===== config.mk =====
export PLATFORM = sky130hd
export DESIGN_NAME = spm_arbiter_flat
export DESIGN_NICKNAME = d
export VERILOG_FILES = /design/src/rtl/spm_arbiter_if.sv /design/src/rtl/spm_arbiter.sv /design/src/flat_wrapper.sv
export SDC_FILE = /design/constraint.sdc
export NUM_CORES = 1
export LEC_CHECK = 0
export ABC_AREA = 0
export CAP_MARGIN = 20
export CORE_ASPECT_RATIO = 0.8
export CORE_MARGIN = 2
export CORE_UTILIZATION = 35
export DETAILED_ROUTE_END_ITERATION = 7
export PLACE_DENSITY = 0.84
export SYNTH_ARGS = -nofsm -noshare
export SYNTH_HDL_FRONTEND = slang
export SYNTH_SLANG_ARGS = --single-unit
export TNS_END_PERCENT = 50

===== constraint.sdc =====
create_clock -name clk -period 5.7 [get_ports clk]
set_input_delay 1.71 -clock clk [delete_from_list [all_inputs] [get_ports clk]]
set_output_delay 1.71 -clock clk [all_outputs]
set_load 0.03 [all_outputs]

===== src/rtl/spm_arbiter_if.sv =====
// Bundle of the two requester ports and the SPM port of spm_arbiter.
// slave = arbiter side; master = the requesters together with the SPM macro.
`timescale 1ns/1ps
interface spm_arbiter_if #(
  parameter int unsigned ADDR_W = 30,
  parameter int unsigned DATA_W = 32
);
  // IF requester (read-only)
  logic              if_as_;
  logic [ADDR_W-1:0] if_addr;
  logic [DATA_W-1:0] if_rd_data;
  logic              if_rdy;
  logic              if_busy;

  // MEM requester (read/write)
  logic              mem_as_;
  logic [ADDR_W-1:0] mem_addr;
  logic              mem_rw;
  logic [DATA_W-1:0] mem_wr_data;
  logic [DATA_W-1:0] mem_rd_data;
  logic              mem_rdy;
  logic              mem_busy;

  // single-port SPM, one-cycle synchronous read
  logic [ADDR_W-1:0] spm_addr;
  logic              spm_as_;
  logic              spm_rw;
  logic [DATA_W-1:0] spm_wr_data;
  logic [DATA_W-1:0] spm_rd_data;

  modport slave (
    input  if_as_, if_addr,
    output if_rd_data, if_rdy, if_busy,
    input  mem_as_, mem_addr, mem_rw, mem_wr_data,
    output mem_rd_data, mem_rdy, mem_busy,
    output spm_addr, spm_as_, spm_rw, spm_wr_data,
    input  spm_rd_data
  );

  modport master (
    output if_as_, if_addr,
    input  if_rd_data, if_rdy, if_busy,
    output mem_as_, mem_addr, mem_rw, mem_wr_data,
    input  mem_rd_data, mem_rdy, mem_busy,
    input  spm_addr, spm_as_, spm_rw, spm_wr_data,
    output spm_rd_data
  );
endinterface


===== src/rtl/spm_arbiter.sv =====
// Round-robin arbiter sharing one single-port scratch-pad memory between an
// instruction-fetch (read-only) requester and a data-memory requester.
`timescale 1ns/1ps
module spm_arbiter #(
  parameter int unsigned ADDR_W = 30,
  parameter int unsigned DATA_W = 32
) (
  input  logic          clk,
  input  logic          reset,
  spm_arbiter_if.slave  bus
);

  typedef enum logic [1:0] {
    ST_IDLE     = 2'd0,
    ST_PEND_IF  = 2'd1,
    ST_PEND_MEM = 2'd2
  } state_e;

  typedef enum logic {
    OWN_IF  = 1'b0,
    OWN_MEM = 1'b1
  } owner_e;

  state_e            state_q, state_d;
  owner_e            last_grant_q, last_grant_d;
  logic              pend_rd_q, pend_rd_d;
  logic [DATA_W-1:0] if_rd_q, if_rd_d;
  logic [DATA_W-1:0] mem_rd_q, mem_rd_d;

  logic              req_if_c, req_mem_c;
  logic              grant_if_c, grant_mem_c;

  logic [ADDR_W-1:0] spm_addr_c;
  logic              spm_as_c;
  logic              spm_rw_c;
  logic [DATA_W-1:0] spm_wr_data_c;

  // Arbitration: a lone requester always wins; on conflict the one not served last wins.
  always_comb begin
    req_if_c    = ~bus.if_as_;
    req_mem_c   = ~bus.mem_as_;
    grant_if_c  = ~reset & req_if_c  & (~req_mem_c | (last_grant_q == OWN_MEM));
    grant_mem_c = ~reset & req_mem_c & (~req_if_c  | (last_grant_q == OWN_IF));
  end

  always_ff @(posedge clk or posedge reset) begin
    if (reset) begin
      state_q      <= ST_IDLE;
      last_grant_q <= OWN_MEM;
      pend_rd_q    <= 1'b1;
      if_rd_q      <= '0;
      mem_rd_q     <= '0;
    end else begin
      state_q      <= state_d;
      last_grant_q <= last_grant_d;
      pend_rd_q    <= pend_rd_d;
      if_rd_q      <= if_rd_d;
      mem_rd_q     <= mem_rd_d;
    end
  end

  // Next state, SPM drive and read-data capture.
  always_comb begin
    state_d       = ST_IDLE;
    last_grant_d  = last_grant_q;
    pend_rd_d     = pend_rd_q;
    if_rd_d       = if_rd_q;
    mem_rd_d      = mem_rd_q;
    spm_as_c      = 1'b1;
    spm_rw_c      = 1'b1;
    spm_addr_c    = '0;
    spm_wr_data_c = '0;

    if (grant_if_c) begin
      state_d      = ST_PEND_IF;
      last_grant_d = OWN_IF;
      pend_rd_d    = 1'b1;
      spm_as_c     = 1'b0;
      spm_addr_c   = bus.if_addr;
    end else if (grant_mem_c) begin
      state_d       = ST_PEND_MEM;
      last_grant_d  = OWN_MEM;
      pend_rd_d     = bus.mem_rw;
      spm_as_c      = 1'b0;
      spm_rw_c      = bus.mem_rw;
      spm_addr_c    = bus.mem_addr;
      spm_wr_data_c = bus.mem_wr_data;
    end

    // SPM read data is valid in the cycle after the grant; capture it for the owner.
    case (state_q)
      ST_PEND_IF:  if_rd_d = bus.spm_rd_data;
      ST_PEND_MEM: if (pend_rd_q) mem_rd_d = bus.spm_rd_data;
      default:     ;
    endcase
  end

  assign bus.spm_as_     = spm_as_c;
  assign bus.spm_rw      = spm_rw_c;
  assign bus.spm_addr    = spm_addr_c;
  assign bus.spm_wr_data = spm_wr_data_c;

  assign bus.if_busy     = req_if_c  & ~grant_if_c;
  assign bus.mem_busy    = req_mem_c & ~grant_mem_c;

  assign bus.if_rdy      = (state_q == ST_PEND_IF);
  assign bus.mem_rdy     = (state_q == ST_PEND_MEM);

  // Read data passes through in the rdy cycle, then holds from the capture flop.
  assign bus.if_rd_data  = if_rd_d;
  assign bus.mem_rd_data = mem_rd_d;

endmodule


===== src/flat_wrapper.sv =====
// flat-port wrapper written by rule: the top's interface ports become plain ports
module spm_arbiter_flat 
#(
  parameter int unsigned ADDR_W = 30,
  parameter int unsigned DATA_W = 32
)
  (clk, reset, bus_if_as_, bus_if_addr, bus_if_rd_data, bus_if_rdy, bus_if_busy, bus_mem_as_, bus_mem_addr, bus_mem_rw, bus_mem_wr_data, bus_mem_rd_data, bus_mem_rdy, bus_mem_busy, bus_spm_addr, bus_spm_as_, bus_spm_rw, bus_spm_wr_data, bus_spm_rd_data);
  spm_arbiter_if #(.ADDR_W(ADDR_W), .DATA_W(DATA_W)) bus_i ();
  input  logic clk;
  input  logic reset;
  input wire logic [$bits(bus_i.if_as_)-1:0] bus_if_as_;
  input wire logic [$bits(bus_i.if_addr)-1:0] bus_if_addr;
  output wire logic [$bits(bus_i.if_rd_data)-1:0] bus_if_rd_data;
  output wire logic [$bits(bus_i.if_rdy)-1:0] bus_if_rdy;
  output wire logic [$bits(bus_i.if_busy)-1:0] bus_if_busy;
  input wire logic [$bits(bus_i.mem_as_)-1:0] bus_mem_as_;
  input wire logic [$bits(bus_i.mem_addr)-1:0] bus_mem_addr;
  input wire logic [$bits(bus_i.mem_rw)-1:0] bus_mem_rw;
  input wire logic [$bits(bus_i.mem_wr_data)-1:0] bus_mem_wr_data;
  output wire logic [$bits(bus_i.mem_rd_data)-1:0] bus_mem_rd_data;
  output wire logic [$bits(bus_i.mem_rdy)-1:0] bus_mem_rdy;
  output wire logic [$bits(bus_i.mem_busy)-1:0] bus_mem_busy;
  output wire logic [$bits(bus_i.spm_addr)-1:0] bus_spm_addr;
  output wire logic [$bits(bus_i.spm_as_)-1:0] bus_spm_as_;
  output wire logic [$bits(bus_i.spm_rw)-1:0] bus_spm_rw;
  output wire logic [$bits(bus_i.spm_wr_data)-1:0] bus_spm_wr_data;
  input wire logic [$bits(bus_i.spm_rd_data)-1:0] bus_spm_rd_data;
  assign bus_i.if_as_ = bus_if_as_;
  assign bus_i.if_addr = bus_if_addr;
  assign bus_if_rd_data = bus_i.if_rd_data;
  assign bus_if_rdy = bus_i.if_rdy;
  assign bus_if_busy = bus_i.if_busy;
  assign bus_i.mem_as_ = bus_mem_as_;
  assign bus_i.mem_addr = bus_mem_addr;
  assign bus_i.mem_rw = bus_mem_rw;
  assign bus_i.mem_wr_data = bus_mem_wr_data;
  assign bus_mem_rd_data = bus_i.mem_rd_data;
  assign bus_mem_rdy = bus_i.mem_rdy;
  assign bus_mem_busy = bus_i.mem_busy;
  assign bus_spm_addr = bus_i.spm_addr;
  assign bus_spm_as_ = bus_i.spm_as_;
  assign bus_spm_rw = bus_i.spm_rw;
  assign bus_spm_wr_data = bus_i.spm_wr_data;
  assign bus_i.spm_rd_data = bus_spm_rd_data;
  spm_arbiter #(.ADDR_W(ADDR_W), .DATA_W(DATA_W)) u_core (.clk(clk), .reset(reset), .bus(bus_i));
endmodule

### Routed clock nets over the placement, run 1

Scale: 4 px per um.
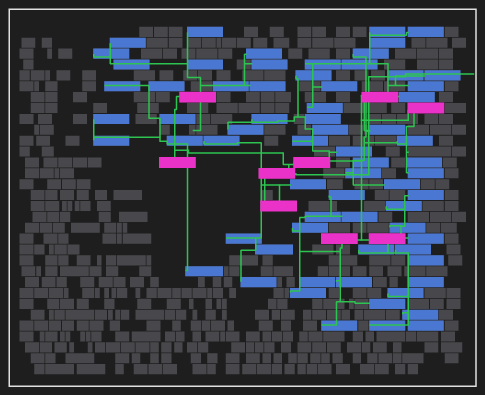
[magenta] cells driving clock nets | count: 9
[green] clock wires | length: 874 um
[blue] flip-flops | count: 68
routed clock nets	10
Fin Clk Skew: 5.84 ps
part of the power in the clock network: 0.233
Worst-Skew Late Latency: 320 ps
clock network power: 541 uW

### Gate families picked out, run 1

Scale: 3 px per um.
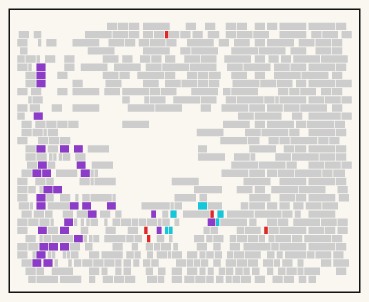
color	family	cells	most used
red	inverters	5	inv_1
cyan	NAND gates	6	nand2_1
purple	inverting AOI/OAI gates	33	a32oi_1
fin cells: 666
multi-input gate share of the layout cell area: 0.251

### I/O nets highlighted, run 1

Scale: 4 px per um.
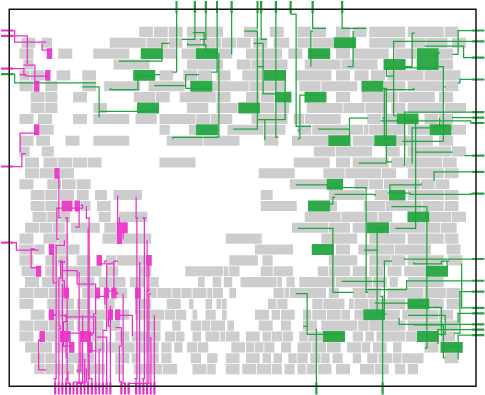
color	port	bits	direction	end cells	buffers	wire
green	bus_if_rd_data	32	output	32	32	1250 um
magenta	bus_spm_addr	30	output	30	30	896 um
# IOs: 261
number of port buffers: 260

==> notes.org, run 1 <==
#+TITLE: Physical design notes

** GRT
- Routing resource usage on met1 recorded by global route was 0.256.
- Entering global routing, the biggest net connects 70 pins.
- Vias in the first global route :: 3552
- Aggregate global routing overflow :: 0
- After global routing, the most crowded layer is met2.
- Summed over all routing layers, the global router reports a total usage of 0.234.
- Met2 global-route usage :: 0.414

** Critical path
- Critical path class :: in -> out
- For the worst reg-to-reg path, the endpoint reported by OpenROAD is u_core.mem_rd_q[0].
- Cells along the critical path :: clkdlybuf4s50_1, o21ba_2, a32oi_1, nor2_1, buf_12
- Measured in cells, the most critical reg-to-reg path has a length of 4.
- Highest-delay cell along the critical path :: sky130_fd_sc_hd__clkdlybuf4s50_1
- Element type at the critical path start :: input port
- The largest single stage delay on the critical path is 630 ps.

** Run
- Count of tool warnings :: 26

** Synth
- Counting flops with a built-in enable in the synthesized netlist gives 0.
- Netlist Area Pre-Place :: 0.00353 mm^2
- Avg Inst Size Synth :: 12.8 um^2
- Ranked by instance count, the synthesized netlist is headed by 66 x sky130_fd_sc_hd__dfrtp_1, 59 x sky130_fd_sc_hd__mux2_4, 34 x sky130_fd_sc_hd__nor2_1.
- The stat command in Yosys gives a chip area of 0.00353 mm^2.
- Synthesis produced a netlist whose cell count is 275.

** Final timing
- Unrepaired setup endpoints after global routing :: no
- Measured slew at the worst slew-check pin :: 850 ps
- Maximum clock rate :: 0.192 GHz
- The end-of-flow timing check tallies setup violations at 0.

** Finish
- Post-layout net count :: 654
- Count of plain and timing-repair buffers :: 266
- Leaving out buffers and inverters, the combinational logic in the layout accounts for 0.00163 mm^2.
- Share of cells above drive strength 1 :: 0.291
- The library cells used most frequently in the layout, excluding fill and tap cells, are 195 x sky130_fd_sc_hd__clkdlybuf4s50_1, 66 x sky130_fd_sc_hd__dfrtp_1, 59 x sky130_fd_sc_hd__mux2_4.
- The class occupying the most area after layout is reported as non-clock buffers.
- Per the run report, area growth between synthesis and finish was 83.6%.
- Clock network area share :: 0.0451
- The non-clock inverters instantiated in the layout total 5.
- Across the whole layout, storage elements account for 0.00170 mm^2.
- Registers :: 68

** Drt
- Detailed routing inserted a total of 3313 vias.
- For this run, the detailed router's first-pass iteration total came to 4.
- Top Layer Used :: met5
- DRC viols :: 0
- The detailed router reports a met3 wire length of 1230 um.

** Clock tree
- Number of clock sinks :: 68
- Setup Buffers After CTS :: 0
- Clock-pin transition on the worst setup and hold timing paths :: 50 ps
- Number of buffers inserted for hold repair after clock tree synthesis :: 0
- Per the CTS log, the buffer count on the longest clock path is 2.

** Placed design
- Cell Area, Placed :: 0.00617 mm^2

** Worst hold path
- Note that the worst hold path type here is reg -> reg.
- Along the worst hold path, the cell count comes to 2.

** Die
- The flow inserted 136 tap cells.

** Status
- The run finished with clean final reports.
## run 1: kinds of logic after synthesis
group | count (synthesis) | synth area share
compound gates | 34 | 0.0822
buf+inv | 32 | 0.0574
flops | 68 | 0.482
mux | 64 | 0.267
simple gates | 77 | 0.112
## run 1: through the flow
stage	total power, mW	hold slack, ps
2_1_floorplan	1.32	457
3_3_place_gp	1.75	470
3_5_place_dp	1.79	479
4_1_cts	2.34	492
5_1_grt	2.42	498
6_report	2.32	488
## run 1: report_power, final
part	total, mW	internal, mW	switching, mW
combinational	1.12	0.542	0.578
clock	0.541	0.338	0.203
sequential	0.661	0.616	0.0448
## run 1: flip-flops by register name, summed over array words and instances, names as in the netlist
name / flops
u_core.if_rd_q: 32
u_core.last_grant_q: 1
u_core.mem_rd_q: 32
u_core.pend_rd_q: 1
u_core.state_q: 2
==> inputs of run 2 (changes only) <==
--- a/config.mk
+++ b/config.mk
@@ -11,8 +11,10 @@
 export CORE_MARGIN = 2
 export CORE_UTILIZATION = 35
 export DETAILED_ROUTE_END_ITERATION = 7
+export GPL_TIMING_DRIVEN = 0
 export PLACE_DENSITY = 0.84
+export SLEW_MARGIN = 20
 export SYNTH_ARGS = -nofsm -noshare
 export SYNTH_HDL_FRONTEND = slang
 export SYNTH_SLANG_ARGS = --single-unit
-export TNS_END_PERCENT = 50
+export TNS_END_PERCENT = 100
### I/O nets highlighted, run 2

Scale: 4 px per um.
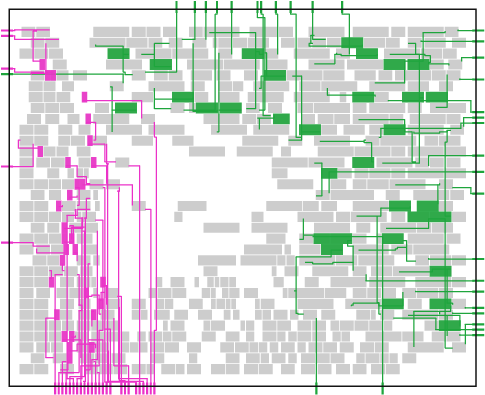
color	port	bits	direction	end cells	buffers	wire
green	bus_if_rd_data	32	output	32	32	1270 um
magenta	bus_spm_addr	30	output	30	30	1120 um
number of port buffers: 259

### Gate families picked out, run 2

Scale: 3 px per um.
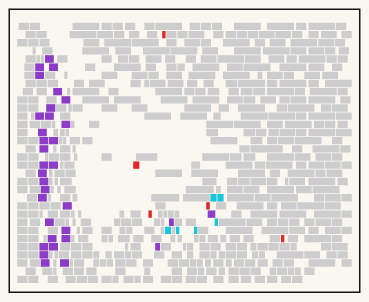
color	family	cells	most used
cyan	NAND gates	6	nand2_1
purple	inverting AOI/OAI gates	33	a32oi_1
red	inverters	5	inv_1
Commonest Layout Cell: sky130_fd_sc_hd__clkdlybuf4s50_1
multi-input gate share of the layout cell area: 0.246
fin cells: 687

==> notes.org, run 2 <==
#+TITLE: Physical design notes

** Status
- Status :: finished clean (unchanged)

** Clock tree
- The number of sinks driven by the clock tree was 68 (unchanged).
- Maximum buffer depth of the clock tree :: 2 (unchanged)
- The number of hold buffers added after cts came to 0 (unchanged).
- TritonCTS buffer count :: 9 (unchanged)
- TritonCTS clock tree :: built (unchanged)
- Setup Buffers After CTS :: 0 (unchanged)
- The clock network latency to the later pin of the worst-skew pair was 320 ps (about the same).
- The post-CTS clock slew at the launch and capture registers of the worst setup and hold paths is 50 ps (about the same).

** Final timing
- Unrepaired setup endpoints after global routing: no (unchanged).
- The final worst hold slack is 483 ps (was 488 ps).
- The transition at the pin with the smallest max-transition slack is 407 ps (was 850 ps).
- Worst rel slew slack :: 0.729 (was 0.434)
- The total negative slack is 0 ps (unchanged).
- The timing-limited maximum frequency is 0.182 GHz (was 0.192 GHz).
- The minimum clock period came to 5500 ps (was 5210 ps).
- Fin Clk Skew :: 6.66 ps (was 5.84 ps)
- Worst setup margin :: 201 ps (was 493 ps)
- Finish-stage setup viols :: 0 (unchanged)

** Worst hold path
- The class of the tightest hold or removal check was reg -> reg (unchanged).
- Worst Hold Path Cells :: 2 (unchanged)

** Drt
- The count of vias placed by the detailed router came to 3328 (was 3313).
- The total detailed-routing wirelength is 12400 um (was 12900 um).
- The iteration tally of the first detailed-router pass is 4 (unchanged).
- The DRC violation count after routing came to 0 (unchanged).

** Synth
- The synthesized area divided by synthesized cell count was 12.8 um^2 (unchanged).
- Compound-gate portion of the synthesized area :: 0.0822 (unchanged)
- Number of instances in the synthesized netlist :: 275 (unchanged)
- FFs w/ async S/R, synth :: 1.00 (unchanged)
- The multiplexer area fraction after synthesis was 0.267 (unchanged).
- The post-synthesis xor/xnor area fraction is 0 (unchanged).
- The register area share after synthesis came to 0.482 (unchanged).
- Most common cell in the netlist :: sky130_fd_sc_hd__dfrtp_1 (unchanged)
- The post-synthesis cell area came to 0.00353 mm^2 (unchanged).
- Top cell types by occurrence after synthesis: 66 x sky130_fd_sc_hd__dfrtp_1, 59 x sky130_fd_sc_hd__mux2_4, 34 x sky130_fd_sc_hd__nor2_1 (unchanged).
- The area reported by Yosys stat is 0.00353 mm^2 (unchanged).
- The largest non-sequential cell family by area is multiplexers (unchanged).
- The count of flip-flops with a built-in enable after synthesis was 0 (unchanged).
- The area share of the largest cell type after synthesis is 0.467 (unchanged).
- The post-synthesis share of cell area spent on full adders, half adders and majority gates was 0 (unchanged).
- Ranking of synthesized cells by area :: sky130_fd_sc_hd__dfrtp_1 47%, sky130_fd_sc_hd__mux2_4 25%, sky130_fd_sc_hd__a32oi_1 7.4%, sky130_fd_sc_hd__and3_1 5.7%, sky130_fd_sc_hd__nor2_1 3.6% (unchanged)
- Basic-gate share of the synthesized area counting and, or, nand and nor cells :: 0.112 (unchanged)
- Number of unique standard cell types used by synthesis :: 23 (unchanged)

** Critical path
- Worst reg2reg path endpoint :: u_core.if_rd_q[2] (was u_core.mem_rd_q[0])
- The launching element of the worst setup path is bus_mem_as_ (unchanged).
- The number of cell instances on the worst register-to-register path was 4 (unchanged).
- The data arrival time of the critical path came to 3790 ps (was 3500 ps).
- Element type at the critical path start :: input port (unchanged)
- The type of the worst setup path is in -> out (unchanged).
- R2R setup slack :: 4360 ps (was 4100 ps)

** Finish
- Growth of design area from synthesis to finish :: 87.1% (was 83.6%)
- Combinational cell area excluding buffers and inverters :: 0.00163 mm^2 (about the same)
- The register area is 0.00170 mm^2 (unchanged).
- The clock network area share came to 0.0443 (was 0.0451).
- The final net count came to 675 (was 654).
- Top Registers :: u_core.if_rd_q: 32 flops, u_core.mem_rd_q: 32 flops, u_core.state_q: 2 flops (unchanged)
- The count of sequential standard cells was 68 (unchanged).
- The area share of buffers outside the clock network came to 0.423 (was 0.412).
- Layout multi-input combinational cell count :: 175 (unchanged)
- Share of cells above drive strength 1 :: 0.185 (was 0.291)
- The layout clock buffer count was 10 (unchanged).
- Total of fill cells in the finished design :: 700 (was 723)
- The non-clock buffer count in the final layout was 287 (was 266).
- Max-area cell class :: non-clock buffers (unchanged)
- Invs w/o clock :: 5 (unchanged)
- Commonest cells after routing, fill and taps aside :: 259 x sky130_fd_sc_hd__clkdlybuf4s50_1, 66 x sky130_fd_sc_hd__dfrtp_1, 59 x sky130_fd_sc_hd__mux2_4 (was 195 x sky130_fd_sc_hd__clkdlybuf4s50_1, 66 x sky130_fd_sc_hd__dfrtp_1, 59 x sky130_fd_sc_hd__mux2_4)

** Die
- Num tapcells :: 136 (unchanged)
- Floorplan-stage core utilization :: 0.363 (unchanged)
- The boundary pin count was 261 (unchanged).

** GRT
- The overall routing resource usage was 0.221 (was 0.234).
- Pin count of the biggest net entering global routing :: 46 (was 70)
- Vias in the first global route :: 3426 (was 3552)
- Aggregate global routing overflow :: 0 (unchanged)

** Power
- The leading power group is combinational logic (unchanged).
- Seq power :: 656 uW (was 661 uW)
- The leakage power total is 2.95 nW (was 3.04 nW).
- Internal power :: 1.50 mW (about the same)
- Total power density per cell area :: 351 mW/mm^2 (was 358 mW/mm^2)
- The switching power total was 820 uW (was 826 uW).
- The power share of the sequential group was 0.283 (was 0.285).
- The fraction of power spent switching nets is 0.353 (was 0.356).
- The combinational power share is 0.485 (was 0.482).
- Post-layout power :: 2.32 mW (about the same)
- Part of the power in the clock network :: 0.233 (about the same)
- Clock network power :: 540 uW (was 541 uW)
- Combinational logic power :: 1.13 mW (was 1.12 mW)

** Run
- The count of tool warnings is 26 (unchanged).
- Number of violations of the max-capacitance limit :: 0 (unchanged)

** Placed design
- The placed wire-length estimate after detailed placement was 9980 um (was 10200 um).
- The standard cell area after detailed placement was 0.00632 mm^2 (was 0.00617 mm^2).
==> run 2: cell counts after synthesis <==
Identical to the previous run, type by type.
==> run 2: critical path: stages <==
cell                              delay [ps]
sky130_fd_sc_hd__clkdlybuf4s50_1         540
sky130_fd_sc_hd__inv_2                   150
sky130_fd_sc_hd__clkbuf_1                340
sky130_fd_sc_hd__a32oi_1                 160
sky130_fd_sc_hd__nor2_1                  140
sky130_fd_sc_hd__clkdlybuf4s50_1         730
==> run 2: routing by layer <==
| layer | vias up | global-route usage | wire length, um |
|---|---|---|---|
| met5 | - | 0 | 0 |
| met4 | 0 | 0.0724 | 309 |
| met3 | 19 | 0.0652 | 985 |
| met2 | 162 | 0.378 | 6000 |
| met1 | 1607 | 0.266 | 5110 |
| li1 | 1540 | - | - |
==> inputs of run 3 (changes only) <==
--- a/config.mk
+++ b/config.mk
@@ -8,7 +8,7 @@
 export ABC_AREA = 0
 export CAP_MARGIN = 20
 export CORE_ASPECT_RATIO = 0.8
-export CORE_MARGIN = 2
+export CORE_MARGIN = 10
 export CORE_UTILIZATION = 35
 export DETAILED_ROUTE_END_ITERATION = 7
 export GPL_TIMING_DRIVEN = 0
### Wire density map, run 3

Scale: 3 px per um. 26 x 22 tiles, from white (low) to dark blue (high), scaled to the fullest tile. Values are wire area over tile area, all layers added.
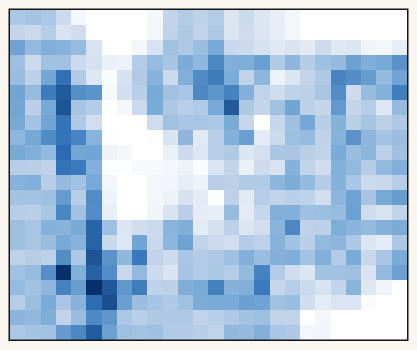
mean over tiles	0.16
nearly empty tiles	10%
fullest tile	0.50
tiles over half the peak	16%
emptiest ninth of the die	center
densest ninth of the die	lower left
final routed wire length divided by cell count: 21.0 um
global-route usage over all layers: 0.188
final routed wirelength across all metal layers: 14400 um

### Routing congestion, run 3

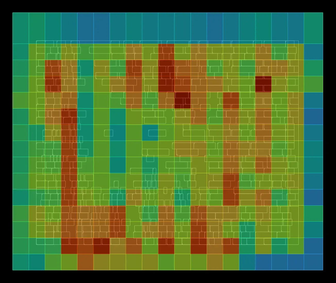
met1 track demand over resource: 0.194
met2 global-route usage: 0.337
GR peak layer: met2
Util after Layout: 0.682

==> notes.org, run 3 <==
#+TITLE: Physical design notes

** Status
- Status :: finished clean (unchanged)

** Finish
- The most frequently placed logic cell in the final layout is sky130_fd_sc_hd__clkdlybuf4s50_1 (unchanged).
- The layout cell share with drive strength beyond 1 is 0.185 (about the same).
- Commonest cells after routing, fill and taps aside :: 259 x sky130_fd_sc_hd__clkdlybuf4s50_1, 66 x sky130_fd_sc_hd__dfrtp_1, 59 x sky130_fd_sc_hd__mux2_4 (unchanged)
- Reg area :: 0.00170 mm^2 (unchanged)
- Top Registers: u_core.if_rd_q: 32 flops, u_core.mem_rd_q: 32 flops, u_core.state_q: 2 flops (unchanged).

** Critical path
- Worst reg2reg path endpoint :: u_core.if_rd_q[5] (was u_core.if_rd_q[2])
- Cells along the critical path :: clkdlybuf4s50_1, inv_2, clkbuf_1, a32oi_1, nor2_1, clkdlybuf4s50_1 (unchanged)
- The number of cell instances on the worst register-to-register path is 4 (unchanged).
- Critical path class :: in -> out (unchanged)
- Element type at the critical path start :: input port (unchanged)
- The number of buffers and inverters on the critical path is 4 (unchanged).
- Largest stage delay on the critical path :: 730 ps (about the same)
- Start point of the critical path :: bus_mem_as_ (unchanged)
- Kind of cell adding the most delay to the critical path :: buffers and inverters (unchanged)
- Critical path depth :: 6 (unchanged)

** Synth
- Top cell types by occurrence after synthesis: 66 x sky130_fd_sc_hd__dfrtp_1, 59 x sky130_fd_sc_hd__mux2_4, 34 x sky130_fd_sc_hd__nor2_1 (unchanged).
- The register area share after synthesis was 0.482 (unchanged).
- Top-area cell type share of the netlist area :: 0.467 (unchanged)
- Yosys synthesis chip area :: 0.00353 mm^2 (unchanged)
- The post-synthesis simple-gate area fraction was 0.112 (unchanged).
- Number of unique standard cell types used by synthesis :: 23 (unchanged)
- Number of synthesized flops with an enable pin :: 0 (unchanged)
- Ranking of synthesized cells by area :: sky130_fd_sc_hd__dfrtp_1 47%, sky130_fd_sc_hd__mux2_4 25%, sky130_fd_sc_hd__a32oi_1 7.4%, sky130_fd_sc_hd__and3_1 5.7%, sky130_fd_sc_hd__nor2_1 3.6% (unchanged)
- The post-synthesis xor/xnor area fraction came to 0 (unchanged).
- Post-synthesis mux area share :: 0.267 (unchanged)
- Compound-gate portion of the synthesized area :: 0.0822 (unchanged)
- The post-synthesis cell area is 0.00353 mm^2 (unchanged).
- The post-synthesis share of cell area spent on full adders, half adders and majority gates is 0 (unchanged).
- FFs w/ async S/R, synth :: 1.00 (unchanged)
- Avg Inst Size Synth :: 12.8 um^2 (unchanged)

** Die
- The floorplan core density came to 0.363 (unchanged).
- The boundary pin count was 261 (unchanged).

** Drt
- Total via count after detailed routing :: 3302 (was 3328)
- The top routing layer in use is met4 (unchanged).
- Met2 wire length :: 7360 um (was 6000 um)
- First-pass iteration count of the detailed router :: 4 (unchanged)
- The DRC violation count after routing is 0 (unchanged).
- Wire length on met3 :: 1410 um (was 985 um)

** Final timing
- The final worst hold slack came to 483 ps (about the same).
- Unrepaired setup endpoints after global routing: no (unchanged).
- The total setup violations reported at the end of the flow was 0 (unchanged).
- The final worst setup slack was 201 ps (about the same).
- The transition at the pin with the smallest max-transition slack was 440 ps (was 407 ps).
- Fin Clk Skew :: 3.73 ps (was 6.66 ps)

** Clock tree
- The post-CTS clock slew at the launch and capture registers of the worst setup and hold paths was 50 ps (about the same).
- The number of hold buffers added after cts was 0 (unchanged).
- The clock network latency to the later pin of the worst-skew pair came to 320 ps (about the same).
- Maximum buffer depth of the clock tree :: 2 (unchanged)
- TritonCTS clock tree :: built (unchanged)

** Placed design
- The standard cell area after detailed placement was 0.00632 mm^2 (unchanged).
- The count of input and output buffers was 259 (unchanged).
- Post-DP HPWL :: 11900 um (was 9980 um)

** Run
- Number of violations of the max-capacitance limit :: 0 (unchanged)
- The count of tool warnings came to 26 (unchanged).

** Worst hold path
- Path class of the lowest-slack min-delay path :: reg -> reg (unchanged)

** Power
- The leakage power total is 2.96 nW (was 2.95 nW).

** GRT
- The met3 global-route usage came to 0.0889 (was 0.0652).
- The number of global-route vias before repair is 3617 (was 3426).
run 3: report_power, final:
group | switching [mW] | total, mW | leakage [nW] | internal [mW]
clock | 0.199 | 0.580 | 0.148 | 0.381
sequential | 0.0442 | 0.660 | 0.793 | 0.616
combinational | 0.586 | 1.13 | 2.02 | 0.547
run 3: kinds of logic after synthesis:
logic type,after synthesis
flip-flops,68
AND/OR/NAND/NOR,77
multiplexers,64
buffers and inverters,32
AND-OR/OR-AND,34
run 3: cell type report:
class | count | share of cell area
plain buffers | 27 | 0.0277
clock buffers | 9 | 0.0340
inverters | 5 | 0.00321
multi-input cells | 175 | 0.245
well taps | 136 | 0.0257
repair buffers | 260 | 0.394
flip-flops and latches | 68 | 0.257
clock inverters | 6 | 0.0134
No activity file was given, so power comes from the tool's default toggle rates.
